**src/rtl/temporizador_prog_pkg.sv**
```systemverilog
// temporizador_prog_pkg: shared state encoding and clock constants for the lift timer
package temporizador_prog_pkg;
  typedef enum logic [1:0] {ST_IDLE = 2'd0, ST_RUN = 2'd1, ST_PAUSE = 2'd2, ST_DONE = 2'd3} state_t;
  localparam int unsigned CLK_FREQ_HZ = 100_000_000;
  localparam int unsigned DEF_PRESC_DIV = CLK_FREQ_HZ / 1000;
endpackage

```
**src/rtl/temporizador_prog_divisor_tick.sv**
```systemverilog
// temporizador_prog_divisor_tick: prescaler emitting one tick every PRESC_DIV enabled cycles
module temporizador_prog_divisor_tick #(
  parameter int PRESC_DIV = 4
) (
  input  logic clk,
  input  logic rst,
  input  logic clr,
  input  logic en,
  output logic tick
);
  localparam int W = (PRESC_DIV > 1) ? $clog2(PRESC_DIV) : 1;
  logic [W-1:0] cnt_q;
  assign tick = en && (cnt_q == W'(PRESC_DIV - 1));
  always_ff @(posedge clk)
    cnt_q <= (rst || clr || tick) ? '0 : en ? cnt_q + W'(1) : cnt_q;
endmodule

```
**src/rtl/temporizador_prog.sv**
```systemverilog
// temporizador_prog: programmable one-shot/periodic timer with pause, abort and restart
module temporizador_prog
  import temporizador_prog_pkg::*;
#(
  parameter int WIDTH     = 32,
  parameter int PRESC_DIV = DEF_PRESC_DIV
) (
  input  logic             clk,
  input  logic             rst,
  input  logic             start,
  input  logic             stop,
  input  logic             pause,
  input  logic             periodico,
  input  logic [WIDTH-1:0] periodo,
  output logic [WIDTH-1:0] count,
  output logic             busy,
  output logic             done,
  output logic             expirado
);
  state_t           state_q, state_d;
  logic [WIDTH-1:0] count_q, count_d, per_q, per_d;
  logic             mode_q, mode_d, busy_q, done_q, done_d, exp_q, exp_d, tick;
  temporizador_prog_divisor_tick #(.PRESC_DIV(PRESC_DIV)) u_div (
    .clk  (clk),
    .rst  (rst),
    .clr  (start || stop),
    .en   (state_q == ST_RUN),
    .tick (tick)
  );
  always_comb begin
    state_d = state_q;
    count_d = count_q;
    per_d   = per_q;
    mode_d  = mode_q;
    done_d  = 1'b0;
    exp_d   = exp_q;
    if (stop) begin
      state_d = ST_IDLE;
      count_d = '0;
      exp_d   = 1'b0;
    end else if (start) begin
      per_d   = periodo;
      mode_d  = periodico;
      count_d = '0;
      done_d  = (periodo == '0);
      exp_d   = (periodo == '0) && !periodico;
      state_d = (periodo != '0) ? ST_RUN : periodico ? ST_IDLE : ST_DONE;
    end else if (state_q == ST_RUN) begin
      if (tick && count_q == per_q - WIDTH'(1)) begin
        done_d  = 1'b1;
        count_d = mode_q ? '0 : per_q;
        exp_d   = !mode_q;
        state_d = mode_q ? ST_RUN : ST_DONE;
      end else if (tick) begin
        count_d = count_q + WIDTH'(1);
      end
      if (pause && state_d == ST_RUN)
        state_d = ST_PAUSE;
    end else if (state_q == ST_PAUSE && !pause) begin
      state_d = ST_RUN;
    end
  end
  always_ff @(posedge clk) begin
    if (rst) begin
      state_q <= ST_IDLE;
      count_q <= '0;
      per_q   <= '0;
      mode_q  <= 1'b0;
      busy_q  <= 1'b0;
      done_q  <= 1'b0;
      exp_q   <= 1'b0;
    end else begin
      state_q <= state_d;
      count_q <= count_d;
      per_q   <= per_d;
      mode_q  <= mode_d;
      busy_q  <= (state_d == ST_RUN) || (state_d == ST_PAUSE);
      done_q  <= done_d;
      exp_q   <= exp_d;
    end
  end
  assign count    = count_q;
  assign busy     = busy_q;
  assign done     = done_q;
  assign expirado = exp_q;
endmodule

```
**config.mk**
```make
export PLATFORM = sky130hd
export DESIGN_NAME = temporizador_prog
export DESIGN_NICKNAME = d
export VERILOG_FILES = /design/src/rtl/temporizador_prog_pkg.sv /design/src/rtl/temporizador_prog_divisor_tick.sv /design/src/rtl/temporizador_prog.sv
export SDC_FILE = /design/constraint.sdc
export NUM_CORES = 1
export LEC_CHECK = 0
export ABC_AREA = 0
export CAP_MARGIN = 20
export CORE_UTILIZATION = 30
export CTS_BUF_LIST = sky130_fd_sc_hd__clkbuf_2
export DETAILED_ROUTE_END_ITERATION = 8
export SLEW_MARGIN = 20
export SYNTH_ARGS = -nofsm -noshare
export SYNTH_HDL_FRONTEND = slang
export SYNTH_SLANG_ARGS = --single-unit
export TNS_END_PERCENT = 30
```
**constraint.sdc**
```tcl
create_clock -name clk -period 3.4 [get_ports clk]
set_clock_uncertainty 0.05 [all_clocks]
set_input_delay 0.68 -clock clk [delete_from_list [all_inputs] [get_ports clk]]
set_output_delay 0.68 -clock clk [all_outputs]
set_load 0.05 [all_outputs]
```
Wiring by layer:
Bar = 50 um.
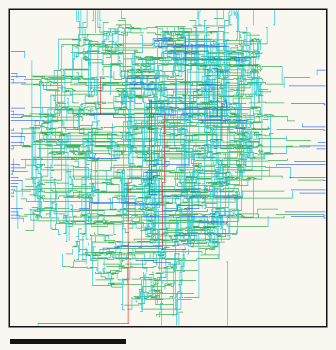
met4: drawn in red, wire length 280 um. met1: drawn in green, wire length 8670 um. met3: drawn in blue, wire length 1140 um. met2: drawn in cyan, wire length 6750 um.
Total GRT Usage: 0.1885
Total Wirelength: 16840 um
WL/cell: 15.62 um
via count: 5702

Sequential cells colored by netlist name:
Bar = 50 um.
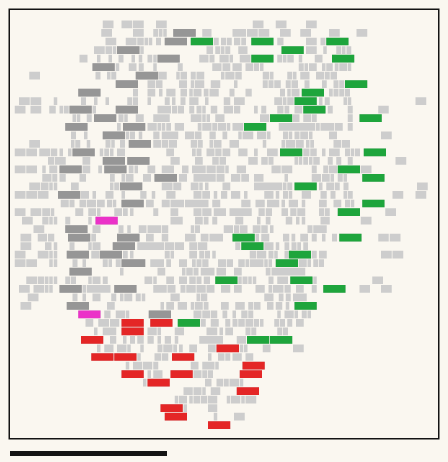
u_div.cnt_q: drawn in red, sequential cells 17. count: drawn in green, sequential cells 32. state_q: drawn in magenta, sequential cells 2.
Another 36 sequential cells are not colored.
final core occ: 0.4033
Reg area: 1743 um^2
flop share of the area: 0.2473
seq pwr: 1060 uW

==> Changelog: implementation <==
### Metrics

- CP max FO: 21
- Setup ws final: 0.1314 ns
- RSZ-0062 raised after global routing: yes
- Final period util: 0.9613
- Slowest CP cell: or4_1
- Endpoints failing setup: 0
- Critical Path Source Type: flip-flop
- Remaining Overflow, GRT: 0
- H-tree Lvls: 3
- Worst setup EP type: flip-flop
- Final max-slew violation count: 0
- I/O Pins: 73
- Tool Warnings: 27
- Die X: 136.5 um
- Post-synth EDFFs: 0
- Top delay family on crit path: simple AND/OR/NAND/NOR gates
- Filler Cell Count: 1788
- IO Port Bufs: 72
- Peak VDD IR: 0.1145 mV
- Initial antenna violation count: 1
- Clk slew on worst S/H paths: 0.23 ns
- Post-synth top area cell: dfxtp_1
- Antenna viol nets, final: 0
- P_int: 1393 uW
- Yosys stat chip area: 5429 um^2
- Ys Warns: 0
- Clk latency late pin: 0.61 ns
- Die ar.: 18640 um^2
- Drt first pass iters: 5
- Share of cells above drive strength 1: 0.1410
- Clk buf depth: 2
- Count leader, synth: nand2_1
- FF+latch count, synth: 87
- DRT iter0 DRCs: 476
- Number of global-route vias before repair: 4989
- Syn Area/Cell: 7.317 um^2
- Commonest flop: dfxtp_1
- HPWL Detailed: 12490 um
- Seq share, synth: 0.3208
- Mean number of vias per cell: 5.289
- CP peak stage delay: 0.51 ns
- Post-layout min period: 3.269 ns
- PwrDens: 282.9 nW/um^2
- Pre-CTS setup slack: -0.09884 ns
- Max_slew headroom: 0.5807
- Leak: 0.002481 uW
- Crit path buffers/inverters: 1
- Die y size: 136.5 um
- Status: complete, no violations
- DRC: 0
- Crit Path Category: reg2reg
- FFs w/ async S/R, synth: 0
- Worst path cell trace: or4_1, or4_4, nor4_4, nand4_1, nor4_2, nand4b_1, or3_4, buf_12, and3_1, a31oi_1, o21a_1
- Net Switching: 601.0 uW
- Clk pwr share: 0.263
- Post-route cell area: 7048 um^2
- CORE AREA: 17480 um^2
- Synth cell count leaders: 113 x nand2_1, 87 x dfxtp_1, 81 x a21oi_1
- CTS Hold Bufs: 0
- Placer Congestion: 0.8336
- WHS: 0.4480 ns
- Area share of the largest cell type after synthesis: 0.3208
- Gate Count Post-Synth: 742
- Flop pwr share: 0.533
- Fin Setup TNS: 0 ns
- Final hold violation count: 0
- Top cells by area: dfxtp_1 32%, nand2_1 7.8%, a21oi_1 7.5%
- Critical path arrival: 3.81 ns
- Layout area overhead: 29.82%
- FP Core Util: 0.3106
- CTS Buf Count: 9
- Yosys cell count: 742
- First-pass GRT wire length: 27050 um
- Syn_nets: 783
- Fin nets: 889
Track usage over the die:
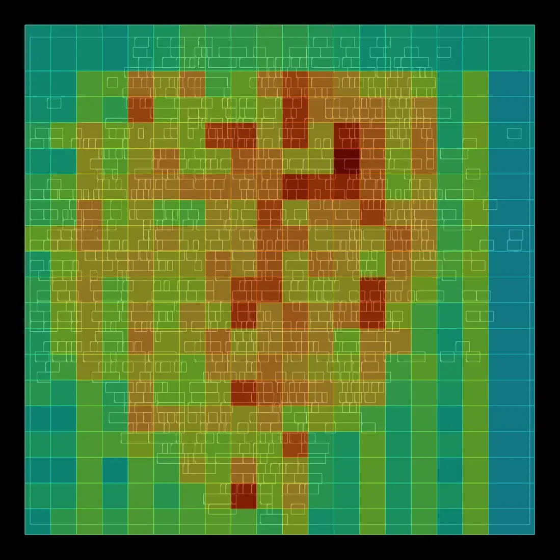
met1 usage: 0.2906
M2 GR Usage: 0.2563
GRT busiest layer: met1
grt met3 use: 0.03926

[cells by family after synthesis]
family	count (synthesis)	synth area share
and+or+nand+nor	358	0.3337
xor gates and xnor gates	50	0.08066
buffers and inverters	63	0.04863
adders and majority gates	3	0.006915
muxes	7	0.01314
AOI/OAI and AO/OA	174	0.1961
DFF	87	0.3208
[flip-flops by register name, summed over array words and instances, names as in the netlist]
signal,count
state_q,2
mode_q,1
busy,1
u_div.cnt_q,17
done,1
per_q,32
count,32
expirado,1
[path summary, 6_finish.rpt]
| kind | start | to | slack (ns) | cells past startpoint |
|---|---|---|---|---|
| setup reg to reg | u_div.cnt_q[8]$_SDFFE_PP0P_ | count[23]$_SDFFE_PP0P_ | 0.13 | 11 |
| setup / recovery | u_div.cnt_q[8]$_SDFFE_PP0P_ | count[23]$_SDFFE_PP0P_ | 0.13 | 11 |
| hold / removal | per_q[16]$_SDFFE_PP0P_ | per_q[16]$_SDFFE_PP0P_ | 0.45 | 2 |
| hold reg to reg | per_q[16]$_SDFFE_PP0P_ | per_q[16]$_SDFFE_PP0P_ | 0.45 | 2 |
[routing by layer]
layer	track usage	part of all wire	vias up
li1	-	-	2869
met1	0.2906	0.51	2623
met2	0.2563	0.40	190
met3	0.03926	0.068	20
met4	0.05432	0.017	0
met5	0	0	-
[repair_timing]
action | 4_1_cts | 5_1_grt
resized | 2 | 18
pin swaps | 2 | 6
buffers inserted | 0 | 3
gates cloned | 1 | 1
endpoints found under the setup margin | 22 | 36
hold endpoints to repair | 0 | 0
[power groups by stage]
stage	combinational [uW]	sequential (uW)	clock (uW)
CTS	393	1060	535
global route	450	1070	579
finish	408	1060	523
global placement	390	1080	0
floorplan	221	1080	0
detailed placement	391	1080	0
[cell usage in the layout, fill, tap and decap left out, types with 25 or more instances in the layout]
master,count
clkdlybuf4s50_1,72
nor3_1,25
buf_4,69
a21oi_1,80
nor2_1,77
xor2_1,25
nand2_1,113
dfxtp_1,86
xnor2_1,25
o21ai_0,26
[per-stage QoR]
stage	utilization	std cells	power [uW]
final	0.4033	1078	1994
after global routing	0.4031	1077	2095
after CTS	0.3954	1072	1989
after detailed placement	0.3877	1057	1471
after global placement	0.3876	1057	1471
after floorplan	-	742	1303
[cell type report]
class,count,area [um^2],share of cell area
timing repair buffer,146,1348,0.1912
inverter,12,45.04,0.006391
multi-input combinational,592,3527,0.5004
clock buffer,10,50.05,0.007101
sequential,87,1743,0.2473
tap,225,281.5,0.03994
antenna,2,5.005,0.0007101
clock inverter,4,48.80,0.006923
[worst min-delay path, cell delays in order (launching register included)]
cell	delay, ns
dfxtp_1	0.38
nand2_1	0.06
a21oi_1	0.05
No activity file was given, so power comes from the tool's default toggle rates.
